### Clock distribution

Bar = 20 um.
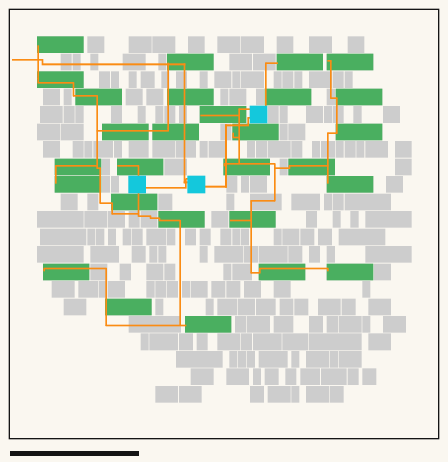
### Routing congestion

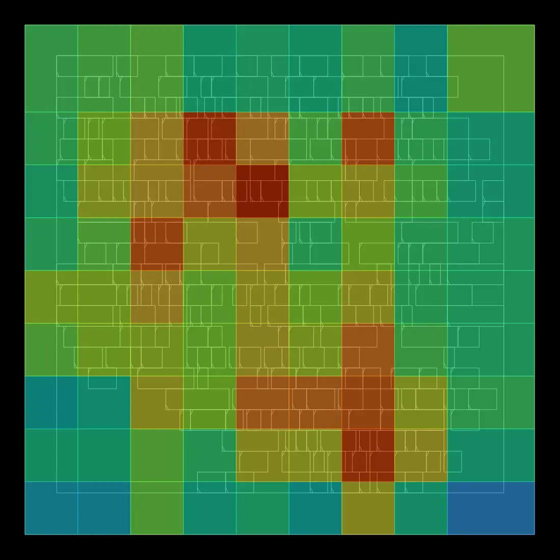
$ cat src/rtl/stopwatch_sched.sv
// Round-robin scheduler that lends one shared stopwatch timer to NUM_REQ clients
// and reports each client's elapsed count when its session ends with done.
module stopwatch_sched #(
  parameter int NUM_REQ    = 4,
  parameter int DATA_WIDTH = 16,
  parameter int MAX        = 99,
  localparam int IdW       = (NUM_REQ > 1) ? $clog2(NUM_REQ) : 1
) (
  input  logic                  clk,
  input  logic                  reset,
  input  logic [NUM_REQ-1:0]    req,
  input  logic [NUM_REQ-1:0]    done,
  output logic [NUM_REQ-1:0]    grant,
  output logic                  tmr_reset,
  output logic                  tmr_start,
  output logic                  tmr_stop,
  input  logic [DATA_WIDTH-1:0] tmr_count,
  output logic                  result_valid,
  output logic [IdW-1:0]        result_id,
  output logic [DATA_WIDTH-1:0] result_count,
  output logic                  result_wrapped
);

  localparam logic [2:0] IDLE   = 3'd0;
  localparam logic [2:0] CLEAR  = 3'd1;
  localparam logic [2:0] ARM    = 3'd2;
  localparam logic [2:0] RUN    = 3'd3;
  localparam logic [2:0] HALT   = 3'd4;
  localparam logic [2:0] REPORT = 3'd5;

  localparam logic [DATA_WIDTH-1:0] MaxCount = DATA_WIDTH'(MAX);
  localparam logic [IdW-1:0]        LastId   = IdW'(NUM_REQ - 1);

  logic [2:0]            state_q, state_d;
  logic [IdW-1:0]        winner_q, winner_d;
  logic [IdW-1:0]        ptr_q, ptr_d;
  logic                  pending_q, pending_d;
  logic                  wrap_q, wrap_d;
  logic [IdW-1:0]        resId_q, resId_d;
  logic [DATA_WIDTH-1:0] resCount_q, resCount_d;
  logic                  resWrap_q, resWrap_d;
  logic [IdW-1:0]        rrWinner;

  // Rotate the request vector so the search always begins at bit 0 = ptr.
  function automatic logic [IdW-1:0] rrPick(input logic [NUM_REQ-1:0] reqVec,
                                           input logic [IdW-1:0] start);
    logic [NUM_REQ-1:0] rot;
    logic               found;
    int                 sum;
    logic [IdW-1:0]     pick;
    rot   = (reqVec >> start) | (reqVec << (NUM_REQ - int'(start)));
    found = 1'b0;
    pick  = start;
    for (int i = 0; i < NUM_REQ; i++) begin
      if (!found && rot[i]) begin
        found = 1'b1;
        sum   = int'(start) + i;
        if (sum >= NUM_REQ) sum = sum - NUM_REQ;
        pick  = IdW'(sum);
      end
    end
    return pick;
  endfunction

  assign rrWinner = rrPick(req, ptr_q);

  always_comb begin
    state_d    = state_q;
    winner_d   = winner_q;
    ptr_d      = ptr_q;
    pending_d  = pending_q;
    wrap_d     = wrap_q;
    resId_d    = resId_q;
    resCount_d = resCount_q;
    resWrap_d  = resWrap_q;
    case (state_q)
      IDLE: begin
        if (|req) begin
          winner_d = rrWinner;
          state_d  = CLEAR;
        end
      end
      CLEAR: begin
        wrap_d    = 1'b0;
        pending_d = 1'b0;
        state_d   = ARM;
      end
      ARM: state_d = RUN;
      RUN: begin
        if (tmr_count == MaxCount) wrap_d = 1'b1;
        // done takes priority over a simultaneous request drop
        if (done[winner_q]) begin
          pending_d = 1'b1;
          state_d   = HALT;
        end else if (!req[winner_q]) begin
          pending_d = 1'b0;
          state_d   = HALT;
        end
      end
      HALT: begin
        ptr_d = (winner_q == LastId) ? '0 : winner_q + 1'b1;
        if (pending_q) begin
          resId_d    = winner_q;
          resCount_d = tmr_count;
          resWrap_d  = wrap_q;
          state_d    = REPORT;
        end else begin
          state_d = IDLE;
        end
      end
      REPORT:  state_d = IDLE;
      default: state_d = IDLE;
    endcase
  end

  always_ff @(posedge clk) begin
    if (reset) begin
      state_q    <= IDLE;
      winner_q   <= '0;
      ptr_q      <= '0;
      pending_q  <= 1'b0;
      wrap_q     <= 1'b0;
      resId_q    <= '0;
      resCount_q <= '0;
      resWrap_q  <= 1'b0;
    end else begin
      state_q    <= state_d;
      winner_q   <= winner_d;
      ptr_q      <= ptr_d;
      pending_q  <= pending_d;
      wrap_q     <= wrap_d;
      resId_q    <= resId_d;
      resCount_q <= resCount_d;
      resWrap_q  <= resWrap_d;
    end
  end

  // Outputs are gated by reset so they are quiet from the first reset cycle.
  always_comb begin
    grant = '0;
    if (!reset && state_q != IDLE) grant[winner_q] = 1'b1;
  end

  assign tmr_reset      = reset || (state_q == CLEAR);
  assign tmr_start      = !reset && (state_q == ARM);
  assign tmr_stop       = !reset && (state_q == HALT);
  assign result_valid   = !reset && (state_q == REPORT);
  assign result_id      = resId_q;
  assign result_count   = resCount_q;
  assign result_wrapped = resWrap_q;

endmodule

$ cat config.mk
export PLATFORM = sky130hd
export DESIGN_NAME = stopwatch_sched
export DESIGN_NICKNAME = d
export VERILOG_FILES = /design/src/rtl/stopwatch_sched.sv
export SDC_FILE = /design/constraint.sdc
export NUM_CORES = 1
export LEC_CHECK = 0
export CORE_MARGIN = 4
export CORE_UTILIZATION = 45
export CTS_CLUSTER_SIZE = 12
export DETAILED_ROUTE_END_ITERATION = 7
export GPL_ROUTABILITY_DRIVEN = 0
export MAX_ROUTING_LAYER = met4
export PLACE_DENSITY = 0.79
export SLEW_MARGIN = 40
export SYNTH_ARGS = -nofsm -noshare
export SYNTH_HDL_FRONTEND = slang
export SYNTH_SLANG_ARGS = --single-unit
$ cat constraint.sdc
create_clock -name clk -period 2.6 [get_ports clk]
set_input_delay 0.39 -clock clk [delete_from_list [all_inputs] [get_ports clk]]
set_output_delay 0.39 -clock clk [all_outputs]
set_load 0.1 [all_outputs]
==> impl_results.rst <==
Synthesis and place-and-route
=============================

.. list-table::
   :header-rows: 1

   * - Metric
     - Value
   * - Outcome
     - complete, no violations
   * - Cell internal power dissipation
     - 641 uW
   * - Wire length of the first global-routing pass
     - 6150 um
   * - GR Layer Usage met1
     - between 20% and 30%
   * - Antenna violations before repair
     - 0
   * - Largest incremental delay on the critical path
     - roughly 0.4 ns
   * - CP Depth
     - 8
   * - Hold Path Depth
     - 2
   * - Sequential share of the synthesized area
     - 36.3%
   * - Final Hold Vio Count
     - 0
   * - Total routing resource utilization after global routing
     - 18.1%
   * - Post-synthesis net count
     - 230
   * - Effective utilization at floorplan
     - 46.3%
   * - Share of flip-flops with an asynchronous set or reset after synthesis
     - 0%
   * - Part of the cycle the worst path needs
     - about four fifths
   * - Detailed Route Iter0 Violations
     - between 200 and 250
   * - Most common library cell in the layout ignoring fill and taps
     - sky130_fd_sc_hd__nand2_1
   * - Total length of routed wires
     - about 3900 um
   * - Largest net degree at the start of global routing
     - 21
   * - Achievable frequency
     - roughly 480 MHz
   * - Routing usage on met2
     - 27.1%
   * - Part of the total power dissipated in combinational logic
     - between 20 and 30%
   * - Non-Filler Instances
     - between 200 and 300
   * - Maximum resistive drop on vdd
     - 441 uV
   * - Clock transition time at the flip-flop clock pins of the worst setup and hold paths
     - around 0.14 ns
   * - Arrival time of data at the critical path endpoint
     - 2.35 ns
   * - P&R area growth vs syn
     - 41.6%
   * - Critical path peak fanout
     - 7
   * - Buffering stage count on the worst path with inverters included
     - 1
   * - Gate family responsible for the most delay along the worst path
     - AND-OR/OR-AND gates
   * - Total iterations of the first detailed-routing run
     - 4
   * - Vertical die dimension
     - around 67 um
   * - Critical-path top delay cell
     - sky130_fd_sc_hd__ha_1
   * - Cell count listed in synth_stat.txt
     - between 150 and 200
   * - Die ar.
     - 4430 um^2
   * - Min Tclk post-route
     - around 2.1 ns
   * - TritonCTS clock tree
     - built
   * - Max-slew headroom
     - between 50% and 60%
   * - Hold_ws
     - 0.465 ns
   * - Data required time of the critical path
     - roughly 2.9 ns
   * - Standard-cell row count
     - 21
   * - Mapped Area
     - roughly 1500 um^2
   * - Setup repair after global routing missed its margin
     - no
   * - Net switching share of the total power
     - approximately 31%
   * - Resize count post-CTS
     - 0
   * - Setup crit end kind
     - flip-flop
## Picture notes: 'Clock distribution'
orange -> clock wires  # length 320 um
cyan -> cells driving clock nets  # count 3
green -> flip-flops  # count 28
routed clock nets = 4
Clock net power: 213 uW
clock latency reported for the late side of the worst-skew pair: 0.33 ns
Worst Skew: 0.0102 ns
Clock power frac: 22.8%

## Picture notes: 'Routing congestion'
layer with the highest usage: met2
M3 GR Usage: 3.71%

final cells by class:
class	count	share of cell area, %
multi-input combinational	153	41.8
clock buffer	4	1.66
timing repair buffer	57	27.0
tap	46	2.63
inverter	7	1.20
sequential	28	25.6
power by group through the flow:
stage | clock, uW | combinational, uW | sequential (uW)
after floorplan | 0 | 169 | 457
after global placement | 0 | 257 | 470
after detailed placement | 0 | 258 | 471
after CTS | 221 | 259 | 461
after global routing | 238 | 278 | 464
final | 213 | 259 | 461
flip-flops by register name, indices dropped and copies added, names as in the netlist:
register        cells
wrap_q              1
result_id           2
result_count       16
result_wrapped      1
winner_q            2
pending_q           1
ptr_q               2
state_q             3
cell families (layout without fill, tap and decap cells):
kind of cell | Yosys count | in the layout | share of synthesized area (%)
buf+inv | 18 | 68 | 5.19
fa+ha+maj | 5 | 5 | 4.05
simple gates | 94 | 94 | 29.1
compound gates | 45 | 45 | 17.9
mux | 8 | 8 | 6.89
xor+xnor | 1 | 1 | 0.567
flops | 28 | 28 | 36.3
worst min-delay path: stages, from the launching register on:
cell	delay (ns)
sky130_fd_sc_hd__dfxtp_1	0.34
sky130_fd_sc_hd__nand2_1	0.05
sky130_fd_sc_hd__a21oi_1	0.05
cell usage after synthesis (all sizes together), types with 2 or more instances:
cell type,count
nor2,12
nor3,5
inv,7
dfxtp,28
nand2,49
mux4,2
o21ai,2
nand3,3
clkbuf,8
ha,5
nand2b,2
o21a,2
or3,4
mux2i,5
and3,2
a41oi,2
nor4b,2
a211oi,2
nor4,5
and2,5
a21oi,28
buf,3
per-stage QoR:
step           worst slack [ns]  setup TNS (ns)  util, %  area, um^2
4_1_cts                   0.525               0     65.5        2190
3_3_place_gp              0.369               0     64.4        2150
5_1_grt                   0.386               0     65.5        2190
6_report                  0.502               0     65.5        2190
2_1_floorplan            -0.157          -0.157        -        1560
3_5_place_dp              0.358               0     64.4        2150
metal layers:
layer | routed length [um] | part of all wire (%)
met3 | 237 | 6.1
met5 | 0 | 0
met1 | 1760 | 45
met2 | 1840 | 48
met4 | 29 | 0.75
final timing paths:
| path | start | to | slack (ns) |
|---|---|---|---|
| max | ptr_q[0] | winner_q[1] | 0.50 |
| min | result_id[1] | result_id[1] | 0.47 |
| max reg2reg | ptr_q[0] | winner_q[1] | 0.50 |
| min reg2reg | result_id[1] | result_id[1] | 0.47 |
Power is estimated from default activity; no workload was simulated.
